### src/rtl/vend_pkg.sv
// Shared types and constants for the multi-item vending machine.
// State encoding, coin values and the per-item price table live here.
package vend_pkg;

  typedef enum logic [1:0] {
    S_IDLE   = 2'd0,
    S_CREDIT = 2'd1,
    S_VEND   = 2'd2,
    S_CHANGE = 2'd3
  } state_t;

  localparam int COIN_VALUE_5  = 5;
  localparam int COIN_VALUE_10 = 10;

  localparam int PRICE_COUNT = 4;
  localparam int unsigned PRICE_TABLE [PRICE_COUNT] = '{15, 20, 25, 30};

  // Price of item idx; items beyond the table cost nothing (never sold).
  function automatic int unsigned price_of(input int unsigned idx);
    return (idx < PRICE_COUNT) ? PRICE_TABLE[idx[1:0]] : 0;
  endfunction

endpackage

### src/rtl/multi_vend_machine_if.sv
// Customer-side bus of the vending machine: coins, product selection,
// dispense/change pulses and status. Optional cancel input exists only
// when VEND_CANCEL_EN is defined.
// Handshake: fives/tens are sampled only when coin_valid is high; buy is a
// single-cycle request qualified by sel; vend_valid/change_valid/buy_err/
// coin_reject are one-cycle pulses with no back-pressure.
interface multi_vend_machine_if #(
  parameter int N_ITEMS  = 4,
  parameter int COIN_W   = 3,
  parameter int CREDIT_W = 8
);
  localparam int SEL_W = (N_ITEMS > 1) ? $clog2(N_ITEMS) : 1;

  logic [COIN_W-1:0]   fives;
  logic [COIN_W-1:0]   tens;
  logic                coin_valid;
  logic [SEL_W-1:0]    sel;
  logic                buy;
`ifdef VEND_CANCEL_EN
  logic                cancel;
`endif
  logic                vend_valid;
  logic [SEL_W-1:0]    vend_item;
  logic [CREDIT_W-1:0] change;
  logic                change_valid;
  logic [CREDIT_W-1:0] credit;
  logic [N_ITEMS-1:0]  sold_out;
  logic                buy_err;
  logic                coin_reject;

  modport master (
`ifdef VEND_CANCEL_EN
    output cancel,
`endif
    output fives, tens, coin_valid, sel, buy,
    input  vend_valid, vend_item, change, change_valid, credit, sold_out,
    input  buy_err, coin_reject
  );

  modport slave (
`ifdef VEND_CANCEL_EN
    input  cancel,
`endif
    input  fives, tens, coin_valid, sel, buy,
    output vend_valid, vend_item, change, change_valid, credit, sold_out,
    output buy_err, coin_reject
  );
endinterface

### src/rtl/vend_stock.sv
// Per-item stock counters: loaded to STOCK_INIT on reset, decremented by
// one on each vend of that item, and flagged sold out at zero.
module vend_stock #(
  parameter int N_ITEMS    = 4,
  parameter int STOCK_W    = 4,
  parameter int STOCK_INIT = 2,
  parameter int SEL_W      = 2
) (
  input  logic               clk,
  input  logic               reset,
  input  logic               dec,
  input  logic [SEL_W-1:0]   dec_idx,
  output logic [N_ITEMS-1:0] sold_out
);
  logic [STOCK_W-1:0] stock [N_ITEMS];

  // Stock registers: reset load, saturating decrement on vend.
  always_ff @(posedge clk or negedge reset) begin
    if (!reset) begin
      for (int i = 0; i < N_ITEMS; i++) stock[i] <= STOCK_W'(STOCK_INIT);
    end else if (dec && (stock[dec_idx] != '0)) begin
      stock[dec_idx] <= stock[dec_idx] - STOCK_W'(1);
    end
  end

  // Sold-out flags straight from the counters.
  always_comb begin
    sold_out = '0;
    for (int i = 0; i < N_ITEMS; i++) sold_out[i] = (stock[i] == '0);
  end
endmodule

### src/rtl/multi_vend_machine.sv
// Multi-item vending machine: accumulates 5/10 coins into credit, vends a
// selected item when credit and stock allow, then pays out the remainder.
// Optional feature macro: VEND_CANCEL_EN (adds a cancel/refund input).
module multi_vend_machine
  import vend_pkg::*;
#(
  parameter int N_ITEMS    = 4,
  parameter int COIN_W     = 3,
  parameter int CREDIT_W   = 8,
  parameter int STOCK_W    = 4,
  parameter int STOCK_INIT = 2
) (
  input  logic                  clk,
  input  logic                  reset,
  multi_vend_machine_if.slave   bus,
  output state_t                fsm_state
);
  localparam int SEL_W      = (N_ITEMS > 1) ? $clog2(N_ITEMS) : 1;
  localparam int DEP_W      = CREDIT_W + 1;
  localparam int SUM_W      = CREDIT_W + 2;
  localparam int CREDIT_MAX = (1 << CREDIT_W) - 1;

  state_t              state, state_n;
  logic [CREDIT_W-1:0] credit, credit_n;
  logic [SEL_W-1:0]    sel_q, sel_n;
  logic                buy_err_r, buy_err_n;
  logic                coin_reject_r, coin_reject_n;
  logic                stock_dec;
  logic [N_ITEMS-1:0]  stock_empty;

  logic [DEP_W-1:0]    deposit;
  logic [SUM_W-1:0]    sum;
  logic                fits;
  logic [CREDIT_W-1:0] price_sel, price_vend;
  logic                sel_ok, buy_ok, cancel_req;

  vend_stock #(
    .N_ITEMS(N_ITEMS), .STOCK_W(STOCK_W), .STOCK_INIT(STOCK_INIT), .SEL_W(SEL_W)
  ) u_stock (
    .clk(clk), .reset(reset), .dec(stock_dec), .dec_idx(sel_q), .sold_out(stock_empty)
  );

  // Selects past the last item are only possible when N_ITEMS is not a power of two.
  if ((1 << SEL_W) > N_ITEMS) begin : g_sel_range
    assign sel_ok = (32'(bus.sel) < 32'(N_ITEMS));
  end else begin : g_sel_full
    assign sel_ok = 1'b1;
  end

`ifdef VEND_CANCEL_EN
  assign cancel_req = (state == S_CREDIT) && bus.cancel;
`else
  assign cancel_req = 1'b0;
`endif

  // Deposit, overflow check and purchase qualification (pre-deposit credit).
  always_comb begin
    deposit    = DEP_W'(COIN_VALUE_5 * int'(bus.fives) + COIN_VALUE_10 * int'(bus.tens));
    sum        = SUM_W'(credit) + SUM_W'(deposit);
    fits       = (sum <= SUM_W'(CREDIT_MAX));
    price_sel  = CREDIT_W'(price_of(32'(bus.sel)));
    price_vend = CREDIT_W'(price_of(32'(sel_q)));
    buy_ok     = (state == S_CREDIT) && bus.buy && sel_ok &&
                 (credit >= price_sel) && !stock_empty[bus.sel];
  end

  // Next-state, next-credit and error-pulse logic.
  always_comb begin
    state_n       = state;
    credit_n      = credit;
    sel_n         = sel_q;
    buy_err_n     = 1'b0;
    coin_reject_n = 1'b0;
    stock_dec     = 1'b0;
    case (state)
      S_IDLE, S_CREDIT: begin
        if (cancel_req) begin
          // Refund wins over buy; coins arriving now cannot join the refund.
          state_n       = S_CHANGE;
          coin_reject_n = bus.coin_valid;
        end else if (buy_ok) begin
          state_n       = S_VEND;
          sel_n         = bus.sel;
          coin_reject_n = bus.coin_valid;
        end else begin
          buy_err_n = bus.buy;
          if (bus.coin_valid) begin
            if (fits) begin
              credit_n = CREDIT_W'(sum);
              if (sum != '0) state_n = S_CREDIT;
            end else begin
              coin_reject_n = 1'b1;
            end
          end
        end
      end
      S_VEND: begin
        stock_dec     = 1'b1;
        credit_n      = credit - price_vend;
        state_n       = (credit != price_vend) ? S_CHANGE : S_IDLE;
        coin_reject_n = bus.coin_valid;
      end
      S_CHANGE: begin
        credit_n      = '0;
        state_n       = S_IDLE;
        coin_reject_n = bus.coin_valid;
      end
      default: state_n = S_IDLE;
    endcase
  end

  // State, credit, latched selection and error pulse registers.
  always_ff @(posedge clk or negedge reset) begin
    if (!reset) begin
      state         <= S_IDLE;
      credit        <= '0;
      sel_q         <= '0;
      buy_err_r     <= 1'b0;
      coin_reject_r <= 1'b0;
    end else begin
      state         <= state_n;
      credit        <= credit_n;
      sel_q         <= sel_n;
      buy_err_r     <= buy_err_n;
      coin_reject_r <= coin_reject_n;
    end
  end

  assign bus.vend_valid   = (state == S_VEND);
  assign bus.vend_item    = (state == S_VEND) ? sel_q : '0;
  assign bus.change_valid = (state == S_CHANGE);
  assign bus.change       = (state == S_CHANGE) ? credit : '0;
  assign bus.credit       = credit;
  assign bus.sold_out     = stock_empty;
  assign bus.buy_err      = buy_err_r;
  assign bus.coin_reject  = coin_reject_r;
  assign fsm_state        = state;
endmodule

### src/flat_wrapper.sv
// flat-port wrapper written by rule: the top's interface ports become plain ports
module multi_vend_machine_flat import vend_pkg::*;
#(
  parameter int N_ITEMS    = 4,
  parameter int COIN_W     = 3,
  parameter int CREDIT_W   = 8,
  parameter int STOCK_W    = 4,
  parameter int STOCK_INIT = 2
)
  (clk, reset, fsm_state, bus_fives, bus_tens, bus_coin_valid, bus_sel, bus_buy, bus_vend_valid, bus_vend_item, bus_change, bus_change_valid, bus_credit, bus_sold_out, bus_buy_err, bus_coin_reject);
  multi_vend_machine_if #(.N_ITEMS(N_ITEMS), .COIN_W(COIN_W), .CREDIT_W(CREDIT_W)) bus_i ();
  input  logic clk;
  input  logic reset;
  output state_t fsm_state;
  input wire logic [$bits(bus_i.fives)-1:0] bus_fives;
  input wire logic [$bits(bus_i.tens)-1:0] bus_tens;
  input wire logic [$bits(bus_i.coin_valid)-1:0] bus_coin_valid;
  input wire logic [$bits(bus_i.sel)-1:0] bus_sel;
  input wire logic [$bits(bus_i.buy)-1:0] bus_buy;
  output wire logic [$bits(bus_i.vend_valid)-1:0] bus_vend_valid;
  output wire logic [$bits(bus_i.vend_item)-1:0] bus_vend_item;
  output wire logic [$bits(bus_i.change)-1:0] bus_change;
  output wire logic [$bits(bus_i.change_valid)-1:0] bus_change_valid;
  output wire logic [$bits(bus_i.credit)-1:0] bus_credit;
  output wire logic [$bits(bus_i.sold_out)-1:0] bus_sold_out;
  output wire logic [$bits(bus_i.buy_err)-1:0] bus_buy_err;
  output wire logic [$bits(bus_i.coin_reject)-1:0] bus_coin_reject;
  assign bus_i.fives = bus_fives;
  assign bus_i.tens = bus_tens;
  assign bus_i.coin_valid = bus_coin_valid;
  assign bus_i.sel = bus_sel;
  assign bus_i.buy = bus_buy;
  assign bus_vend_valid = bus_i.vend_valid;
  assign bus_vend_item = bus_i.vend_item;
  assign bus_change = bus_i.change;
  assign bus_change_valid = bus_i.change_valid;
  assign bus_credit = bus_i.credit;
  assign bus_sold_out = bus_i.sold_out;
  assign bus_buy_err = bus_i.buy_err;
  assign bus_coin_reject = bus_i.coin_reject;
  multi_vend_machine #(.N_ITEMS(N_ITEMS), .COIN_W(COIN_W), .CREDIT_W(CREDIT_W), .STOCK_W(STOCK_W), .STOCK_INIT(STOCK_INIT)) u_core (.clk(clk), .reset(reset), .bus(bus_i), .fsm_state(fsm_state));
endmodule
### config.mk
export PLATFORM = sky130hd
export DESIGN_NAME = multi_vend_machine_flat
export DESIGN_NICKNAME = d
export VERILOG_FILES = /design/src/rtl/vend_pkg.sv /design/src/rtl/multi_vend_machine_if.sv /design/src/rtl/vend_stock.sv /design/src/rtl/multi_vend_machine.sv /design/src/flat_wrapper.sv
export SDC_FILE = /design/constraint.sdc
export NUM_CORES = 1
export LEC_CHECK = 0
export ABC_CLOCK_PERIOD_IN_PS = 3700
export CAP_MARGIN = 20
export CORE_MARGIN = 2
export CORE_UTILIZATION = 35
export DETAILED_ROUTE_END_ITERATION = 7
export HOLD_SLACK_MARGIN = 0.05
export PLACE_DENSITY = 0.6
export SKIP_LAST_GASP = 1
export SLEW_MARGIN = 25
export SYNTH_ARGS = -nofsm -noshare
export SYNTH_HDL_FRONTEND = slang
export SYNTH_HIERARCHICAL = 1
export SYNTH_SLANG_ARGS = --single-unit
### constraint.sdc
create_clock -name clk -period 3.7 [get_ports clk]
set_clock_uncertainty 0.15 [all_clocks]
set_input_delay 0.74 -clock clk [delete_from_list [all_inputs] [get_ports clk]]
set_output_delay 0.74 -clock clk [all_outputs]
set_load 0.01 [all_outputs]
Fig. 1: run 1, signal wires by layer
Only two layers are drawn.
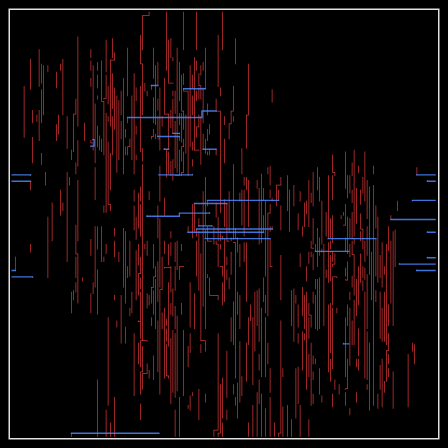
Blue marks metal 3, wire length 215 um. Red marks metal 2, wire length 3480 um.
drt total wl: 7.20 mm
Overall Global Routing Usage: 17.8%
via count: 2396
per-cell routed wire length: 15.8 um

Fig. 2: run 1, sequential cells coloured by netlist name
Scale bar: 20 um. Other sequential cells in the stronger grey, the rest of the logic in the fainter grey.
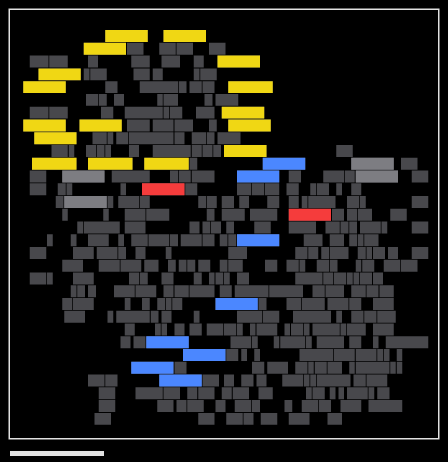
Red marks u_core/fsm_state, sequential cells 2. Yellow marks u_core/u_stock/stock, sequential cells 16. Blue marks u_core/bus.credit, sequential cells 8.
Another 4 sequential cells are not coloured.

Fig. 3: run 1, routed metal per tile
The die is cut into 18 by 18 equal tiles; dark purple is low, yellow is high, scaled to the fullest tile. Values are wire area over tile area, all layers added.
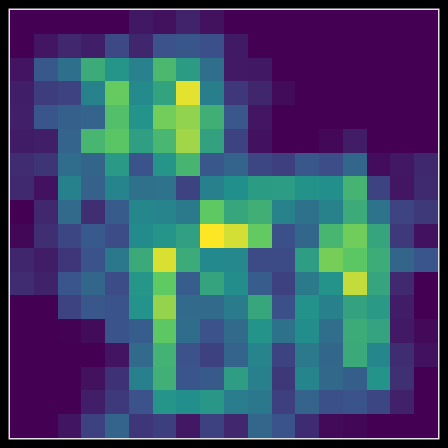
The fullest tile reaches 0.49. 23% of the tiles are nearly empty. The mean over all tiles is 0.13. 21% of the tiles are over half the peak.

==> notes.md, run 1 <==
impl run done, here's what came out: wl on met1 3.43 mm, Least-Margin Pin Slew 0.735 ns, status finished, final reports clean, synthesis-to-layout area growth 36.4%, Non-Clock Buffer Count 75, clk buf depth 2, Hold Path Origin u_core/u_stock/stock[9]$_DFFE_PN1P_, htree depth 2, Antenna Nets Post-Route 0, number of sequential cells 30, Final setup viols 0, switching part of the total 42.8%, reg2reg path depth 13, syn nets 334, Clock Buffer Count 6, Cell variety after synth 49, Non-clock buffer share 18.1%, Power, Total 2.73 mW, yosys cell count 282, CTS tree yes, Antenna Cells 0, grt met1 use 24.9%, GRT busiest layer met2, register area share after synthesis 28.4%, top power group combinational logic, pre-CTS setup slack -0.634 ns, number of vias per cell 5.24, Worst Path Required 3.71 ns, top sig layer met4, die area 0.00832 mm^2, count of tool warnings 31, met3 Use GR 2.57%, cells along the critical path clkdlybuf4s50_1 > ha_1 > ha_1 > inv_1 > fa_1 > inv_1 > ha_4 > o21ai_2 > a21oi_4 > o21ai_2 > o32a_1 > o21ai_0 > a211o_1, global route overflow 0, XORs/XNORs by Area 1.64%, largest register by flop count u_core/u_stock/stock, FP Util 36.3%, Sw Pwr 1.17 mW, Layout fillers 681, pins over their slew limit 0
--- run 2 (diff from run 1) ---
--- a/config.mk
+++ b/config.mk
@@ -11,6 +11,7 @@
 export CORE_UTILIZATION = 35
 export DETAILED_ROUTE_END_ITERATION = 7
 export HOLD_SLACK_MARGIN = 0.05
+export MAX_ROUTING_LAYER = met4
 export PLACE_DENSITY = 0.6
 export SKIP_LAST_GASP = 1
 export SLEW_MARGIN = 25
Fig. 4: run 2, signal wires by layer
Only two layers are drawn.
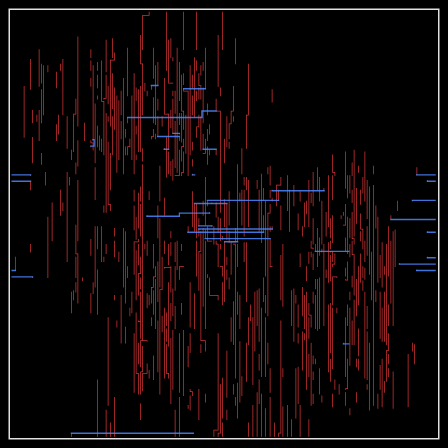
Red marks metal 2, wire length 3490 um. Blue marks metal 3, wire length 218 um.

Fig. 5: run 2, clock wiring as the flow saved it
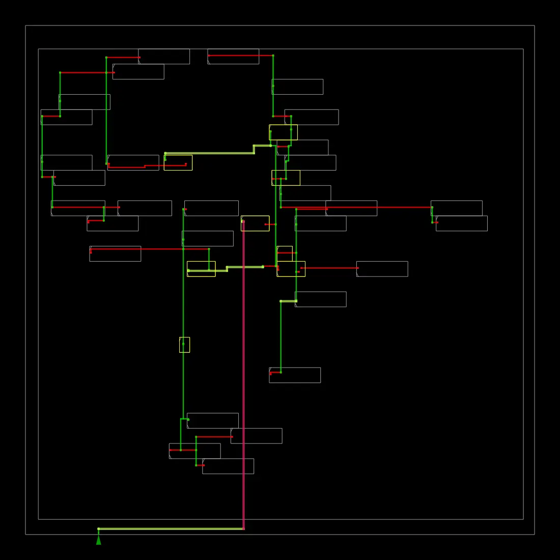
Clock Power: 0.277 mW
Clock Buffer Count: 6
Latency at later pin: 0.28 ns
CTS Buf Count: 5
clk sinks: 30

==> run 2 against run 1 <==
Against the previous run:
- critical path depth unchanged
- routed wire length about the same
- clock power about the same
- hold slack got worse by 0.0013 ns
- core utilization unchanged
- worst setup slack improved by 0.0028 ns
- area after synthesis unchanged
- sequential power about the same
- register-to-register slack about the same
- sequential share of layout area unchanged
- maximum frequency about the same
==> notes.md, run 2 <==
impl run done, here's what came out: sequential power 0.450 mW, Worst Path Required 3.71 ns (about the same), CTS tree yes, Top cells by area dfrtp_1, ha_1, inv_1, met3 Use GR 2.57% (unchanged), clock-cell share of area 2.62%, Least-Margin Pin Slew 0.742 ns (+0.00672 ns), post-cts resize count 30, die area 0.00832 mm^2 (unchanged), final core utilization 49.6%, clk buf depth 2 (unchanged), EDFF count, synth 0, status finished, final reports clean, sequential cell area share 20.8%, asr flop ratio synth 100%, top sig layer met4, Logic pwr share 73.3%, htree depth 2 (unchanged), FP Util 36.3% (unchanged), Antenna Cells 0 (unchanged), Layout fillers 681 (unchanged), largest register by flop count u_core/u_stock/stock, Hold Path Origin u_core/u_stock/stock[9]$_DFFE_PN1P_, wl on met1 3.43 mm (-0.17%), cells along the critical path clkdlybuf4s50_1 > ha_1 > ha_1 > inv_1 > fa_1 > inv_1 > ha_4 > o21ai_2 > a21oi_4 > o21ai_2 > o32a_1 > o21ai_0 > a211o_1, yosys cell count 282 (unchanged), met2 usage in global routing 28.5%, Yosys chip area 0.00266 mm^2, Yosys top cell area share 24.4%, pins over their slew limit 0 (unchanged), Largest cell class logic gates, first-pass GRT wire length 11.9 mm, drt total wl 7.21 mm (about the same), Int Pwr 1.56 mW, syn nets 334 (unchanged), per-cell routed wire length 15.8 um (about the same), largest net degree at the start of global routing 31, Overall Global Routing Usage 18.3% (+0.50 points), Startpoint Class input port, Post-Layout Cell Count 457, highest-count logic cell in the final layout inv_1, number of vias per cell 5.26 (+0.42%), count of tool warnings 31 (unchanged), Root Buffer clkbuf_8, grt met1 use 24.9% (unchanged), Sw Pwr 1.17 mW (-0.20%), post-CTS setup buffers 2, Lkg Pwr 1.73 nW, Non-clock buffer share 18.1% (unchanged), adder-cell share of the synthesized area 21.0%, worst-path maximum fanout 4, Final setup viols 0 (unchanged), Antenna Nets Post-Route 0 (unchanged), Non-Clock Buffer Count 75 (unchanged), Peak VDD IR 0.323 mV, reg2reg path depth 13 (unchanged), Comb/total area 50.4%, Port Buffers 39, register area share after synthesis 28.4% (unchanged), max incr delay on CP 0.48 ns, pre-CTS setup slack -0.634 ns (unchanged), instance area at placement 0.00337 mm^2, Cell variety after synth 49 (unchanged), synthesized cell area 0.00266 mm^2, Achievable Freq 0.277 GHz, Post-synth regs 30, XORs/XNORs by Area 1.64% (unchanged), GRT busiest layer met2, Post-CTS Hold Buffers 0, Syn Inst Count 282, yosys aoi share 16.2%, Power, Total 2.73 mW (about the same), DRC errors left 0, synthesis-to-layout area growth 36.4% (unchanged), number of global-route vias before repair 2433, top power group combinational logic, yosys simple share 17.2%, max reg flops 16, Worst Hold Slack 0.338 ns, placed cell count 443, global route overflow 0 (unchanged), die extent in y 91.2 um, mi-comb count 200, Slew HR 50.1%, via count 2406 (+0.42%), Clk pin slew, worst setup/hold paths 0.07 ns, Comb gate area 0.00183 mm^2, number of sequential cells 30 (unchanged), Data arrival, critical path 3.62 ns, switching part of the total 42.7% (-0.052 points)
Power figures rest on the tool's default switching activity, not on a simulated workload.
